==> config.mk <==
export PLATFORM = sky130hd
export DESIGN_NAME = param_fifo
export DESIGN_NICKNAME = d
export VERILOG_FILES = /design/src/rtl/fifo_pkg.sv /design/src/rtl/fifo_rf.sv /design/src/rtl/param_fifo.sv
export SDC_FILE = /design/constraint.sdc
export NUM_CORES = 1
export LEC_CHECK = 0
export CELL_PAD_IN_SITES_DETAIL_PLACEMENT = 0
export CELL_PAD_IN_SITES_GLOBAL_PLACEMENT = 1
export CORE_ASPECT_RATIO = 1.2
export CORE_MARGIN = 3
export CORE_UTILIZATION = 45
export DETAILED_ROUTE_END_ITERATION = 8
export PLACE_DENSITY = 0.81
export SKIP_LAST_GASP = 1
export SLEW_MARGIN = 20
export SYNTH_ARGS = -nofsm -noshare
export SYNTH_HDL_FRONTEND = slang
export SYNTH_HIERARCHICAL = 1
export SYNTH_SLANG_ARGS = --single-unit
==> constraint.sdc <==
create_clock -name clk -period 5.7 [get_ports clk]
set_clock_uncertainty 0.2 [all_clocks]
set_input_delay 1.14 -clock clk [delete_from_list [all_inputs] [get_ports clk]]
set_output_delay 1.14 -clock clk [all_outputs]
set_load 0.02 [all_outputs]
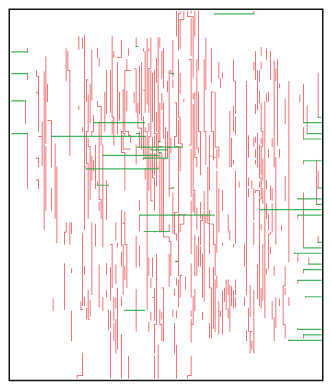
Fig. 1. Routed metal, one colour a layer (run 1).
Scale: 4 px per µm. Only two layers are drawn.
[M3] green | wire length: 242 µm
[M2] red | wire length: 3,050 µm
vias: 1,785
GRT Util Overall: 16.58%

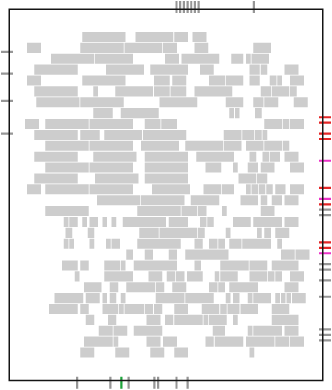
Fig. 2. Pin map (run 1).
Scale: 4 px per µm. Pins as bars across the die edge, other pins in grey.
[head] magenta | pins: 3 | direction: output | edge: right
[valid] red | pins: 8 | direction: output | edge: right
[full] green | pins: 1 | direction: output | edge: bottom
all pins by edge: 20 right, 8 top, 8 bottom, 4 left
I/O Buffers: 39
chip width: 78.03 µm
Chip Height: 92.43 µm

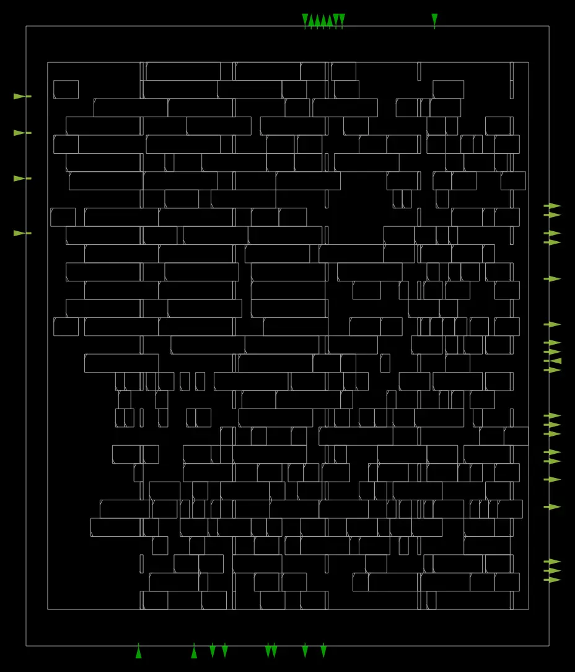
Fig. 3. Placed standard cells (run 1).
FILL cells: 502
Non-Filler Instances: 333

==> impl_metrics.csv, run 1 <==
group,metric,value,unit
layout,diodes,0,
floorplanning,fp_util,47.84,%
cts,cts.clk_slew.worst_paths,0.08,ns
pwr,p_leak,1.249,nW
logic_synthesis,ys_async_sr_fraction,0,%
logic_synthesis,common_cells,"edfxtp_1 (32), ha_1 (23), dfxtp_1 (16), mux4_1 (16), inv_1 (15)",
route,routed_wl,5603,µm
placement,dpl.hpwl,4387,µm
placement,place_inst,325,
worst_setup_path,crit_chain,"clkdlybuf4s50_1 -> mux4_1 -> mux2_2 -> clkdlybuf4s50_1",
logic_synthesis,synth_nets,248,
logic_synthesis,yosys.area_share.xor_xnor,1.251,%
worst_setup_path,worstPathArrival,3.31,ns
floorplanning,num_rows,30,
route,top_layer_used,"met4",
logic_synthesis,synth_flops,48,
logic_synthesis,yosys.area_share.aoi,7.325,%
layout,largest_register_ffs,32,
timing,finalSetupTns,0,ns
worst_setup_path,crit_buf_inv,2,
layout,fin_util,57.35,%
layout,buffer_area_share,11.62,%
logic_synthesis,avgSynthCellArea,13.15,µm²
pwr,p_int,0.8774,mW
route,wire_per_inst,16.83,µm
logic_synthesis,netlist_area,2801,µm²
route,first_pass_iters,4,
route,drt-initial-drc-count,79,
worst_setup_path,cp_num_cells,4,
logic_synthesis,synth_top_flop_cell,"edfxtp_1",
floorplanning,nWellTaps,80,
status,status,"finished clean",
logic_synthesis,syn_inst,213,
floorplanning,dieArea,7212,µm²
layout,comb_share,42.36,%
logic_synthesis,yosys-stat-area,2801,µm²
cts,cts_setup_buffers,0,
cts,cts_tree,"done",
layout,seq_share,38.15,%
cts,clk_latency,0.29,ns
worst_setup_path,cpPeakStageDelay,0.74,ns
pwr,switching_share,36.08,%
global_route,grt_pass1_wl,8949,µm
worst_setup_path,end_kind,"primary output",
pwr,power_switching,0.4951,mW
flow_run,maxCapViolCount,0,
route,ant_nets,0,
worst_setup_path,rrSetupSlack,2.82,ns
pwr,powerComb,0.679,mW
route,wl_met1,2139,µm
cts,h-tree-depth,2,
global_route,use_met3,2.529,%
logic_synthesis,edf_count,32,
worst_setup_path,required,4.36,ns
cts,numCtsBuffers,5,
route,wl_met2,3053,µm
layout,layout_top_cells,"clkdlybuf4s50_1 (39), edfxtp_1 (32), ha_1 (23)",
min_path,hp-class,"reg -> reg",
layout,ff_count,48,
worst_setup_path,crit_path_start_kind,"input pin",
timing,rsz0062_at_grt,"no",
logic_synthesis,synth.comb.largest_family,"multiplexers",
cts,cts_root_buffer,"clkbuf_8",
pwr,p_total,1.373,mW
logic_synthesis,yosysCellCount,213,
layout,largest_class,"logic gates",
logic_synthesis,yosysWarnings,6,
logic_synthesis,top_cell,"edfxtp_1",
cts,post_cts_resize_count,0,
logic_synthesis,ys_seq_share,45.73,%
worst_setup_path,critical-path-top-delay-family,"buffers and inverters",
cts,cts_buffer_depth,2,
timing,whs,0.2724,ns
layout,nClkBuffers,6,
worst_setup_path,crit_path_top_delay_cell,"clkdlybuf4s50_1",
global_route,overflow,0,
worst_setup_path,reg2reg_depth,11,
logic_synthesis,synth.largest_area_cell,"edfxtp_1",
global_route,grt_max_degree,27,
timing,hold_violations,0,
cts,cts_sinks,48,
timing,finalMaxSlewViolations,0,
layout,clock_area_share,3.204,%
layout,comb_cells,143,
placement,dpl_cell_area,3251,µm²
placement,gp_congestion,0.7838,
global_route,grt_pass1_vias,1771,
timing,fmax,215.2,MHz
layout,area_growth,19.87,%
pwr,powerClk,0.235,mW
pwr,peakVddDrop,189.5,µV
layout,inverters,15,
min_path,holdPathStages,2,
layout,lay_top_count,"clkdlybuf4s50_1",
==> run 2: changes to the inputs <==
--- a/config.mk
+++ b/config.mk
@@ -9,9 +9,9 @@
 export CELL_PAD_IN_SITES_GLOBAL_PLACEMENT = 1
 export CORE_ASPECT_RATIO = 1.2
 export CORE_MARGIN = 3
-export CORE_UTILIZATION = 45
+export CORE_UTILIZATION = 44
 export DETAILED_ROUTE_END_ITERATION = 8
-export PLACE_DENSITY = 0.81
+export PLACE_DENSITY = 0.79
 export SKIP_LAST_GASP = 1
 export SLEW_MARGIN = 20
 export SYNTH_ARGS = -nofsm -noshare
==> constraint.sdc (replaced) <==
create_clock -name clk -period 4.8 [get_ports clk]
set_clock_uncertainty 0.2 [all_clocks]
set_input_delay 0.96 -clock clk [delete_from_list [all_inputs] [get_ports clk]]
set_output_delay 0.96 -clock clk [all_outputs]
set_load 0.02 [all_outputs]
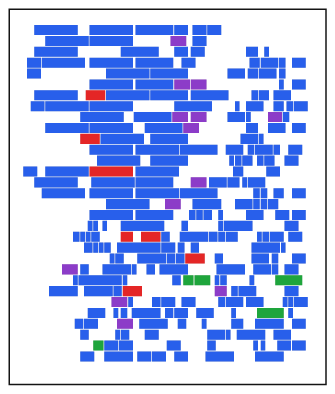
Fig. 4. Drive-strength map (run 2).
Scale: 4 px per µm.
[x1 and smaller] blue | cells: 229 | share: 90% | most used: clkdlybuf4s50_1
[x3 and x4] green | cells: 5 | share: 2.0% | most used: nor3b_4
[x6 and larger] red | cells: 7 | share: 2.8% | most used: clkbuf_8
[x2] purple | cells: 13 | share: 5.1% | most used: mux2_2
final instance area: 3376 µm²
non-clock buffer count: 40
fin worst setup slack: 0.5170 ns
P&R area growth vs syn: 20.50%

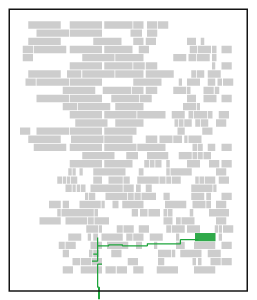
Fig. 5. Wires at chosen ports, followed through buffers (run 2).
Scale: 3 px per µm.
[full] green | bits: 1 | direction: output | edge: bottom | end cells: 1 | buffers: 1 | wire: 57.5 µm
IO Count: 40

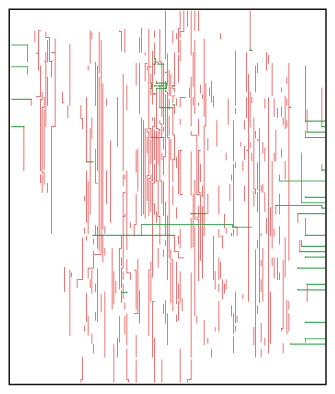
Fig. 6. Routed metal, one colour a layer (run 2).
Scale: 4 px per µm. Only two layers are drawn.
[M2] red | wire length: 2,880 µm
[M3] green | wire length: 206 µm
vias: 1,797
GRT Util Overall: 15.66%

==> run 2 against run 1 <==
  * Cell count grew 0.90%
  * Clock power rose by 26%
  * Area after synthesis unchanged
  * Combinational power is 17% higher
  * Via count rose by 0.67%
  * Utilization shrank 1.9 points
  * Final area up 0.52%
  * Critical path depth stayed put
  * First-iteration DRC count down 10%
  * Total power rose by 19%
==> impl_metrics.csv, run 2 <==
group,metric,value,unit
cts,cts_hold_buf,0,
pwr,p_leak,1.253,nW
worst_setup_path,crit_chain,"clkdlybuf4s50_1 -> mux4_1 -> mux2_2 -> clkdlybuf4s50_1",
timing,finalSetupTns,0,ns
route,wire_per_inst,15.96,µm
worst_setup_path,worstPathArrival,3.12,ns
cts,cts.clk_slew.worst_paths,0.09,ns
min_path,holdPathStages,2,
layout,lay_top_count,"clkdlybuf4s50_1",
worst_setup_path,cp_num_cells,4,
logic_synthesis,netlist_area,2801,µm²
pwr,p_int,1.041,mW
pwr,p_total,1.639,mW
worst_setup_path,cpPeakStageDelay,0.73,ns
logic_synthesis,edf_count,32,
logic_synthesis,yosysCellCount,213,
pwr,powerClk,0.297,mW
status,status,"finished clean",
global_route,grt_pass1_wl,8721,µm
logic_synthesis,yosys-stat-area,2801,µm²
floorplanning,dieArea,7364,µm²
logic_synthesis,yosys.area_share.xor_xnor,1.251,%
layout,layout_top_cells,"clkdlybuf4s50_1 (39), edfxtp_1 (32), ha_1 (23)",
logic_synthesis,ys_seq_share,45.73,%
timing,hold_violations,0,
logic_synthesis,synth.comb.largest_family,"multiplexers",
min_path,hp-class,"reg -> reg",
placement,dpl_cell_area,3261,µm²
timing,finalMaxSlewViolations,0,
cts,numCtsBuffers,5,
timing,whs,0.2782,ns
floorplanning,die_x,78.84,µm
global_route,grt_pass1_vias,1751,
cts,post_cts_resize_count,0,
layout,ff_count,48,
floorplanning,fp_util,46.00,%
layout,inverters,15,
pwr,power_switching,0.5984,mW
cts,h-tree-depth,2,
cts,cts_setup_buffers,0,
floorplanning,nWellTaps,82,
cts,cts_buffer_depth,2,
global_route,overflow,0,
cts,cts_root_buffer,"clkbuf_8",
logic_synthesis,synth_flops,48,
route,ant_nets,0,
placement,port_buffers,39,
logic_synthesis,syn_inst,213,
layout,buffer_area_share,11.79,%
worst_setup_path,crit_buf_inv,2,
global_route,grt_max_degree,27,
logic_synthesis,yosys.area_share.aoi,7.325,%
logic_synthesis,common_cells,"edfxtp_1 (32), ha_1 (23), dfxtp_1 (16), mux4_1 (16), inv_1 (15)",
timing,fmax,233.5,MHz
logic_synthesis,ys_async_sr_fraction,0,%
flow_run,maxCapViolCount,0,
logic_synthesis,yosysWarnings,6,
layout,comb_cells,143,
worst_setup_path,crit_path_start_kind,"input pin",
route,drt-initial-drc-count,71,
timing,rsz0062_at_grt,"no",
pwr,peakVddDrop,207.0,µV
cts,clk_latency,0.30,ns
layout,comb_share,42.14,%
worst_setup_path,cpMostUsedCell,"clkdlybuf4s50_1",
worst_setup_path,critical-path-top-delay-family,"buffers and inverters",
layout,seq_share,37.95,%
layout,fin_util,55.43,%
pwr,p_seq,0.545,mW
placement,gp_congestion,0.7864,
route,wl_met2,2881,µm
placement,place_inst,328,
placement,dpl.hpwl,4110,µm
floorplanning,die_h,93.41,µm
logic_synthesis,synth.largest_area_cell,"edfxtp_1",
layout,largest_register_ffs,32,
cts,cts_tree,"done",
layout,num-fill-cells,510,
worst_setup_path,reg2reg_depth,11,
layout,nClkBuffers,5,
pwr,switching_share,36.50,%
worst_setup_path,rrSetupSlack,1.91,ns
layout,diodes,0,
route,wl_met1,2185,µm
pwr,powerComb,0.797,mW
worst_setup_path,end_kind,"primary output",
floorplanning,num_rows,31,
global_route,use_met3,2.794,%
Power is estimated from default activity; no workload was simulated.
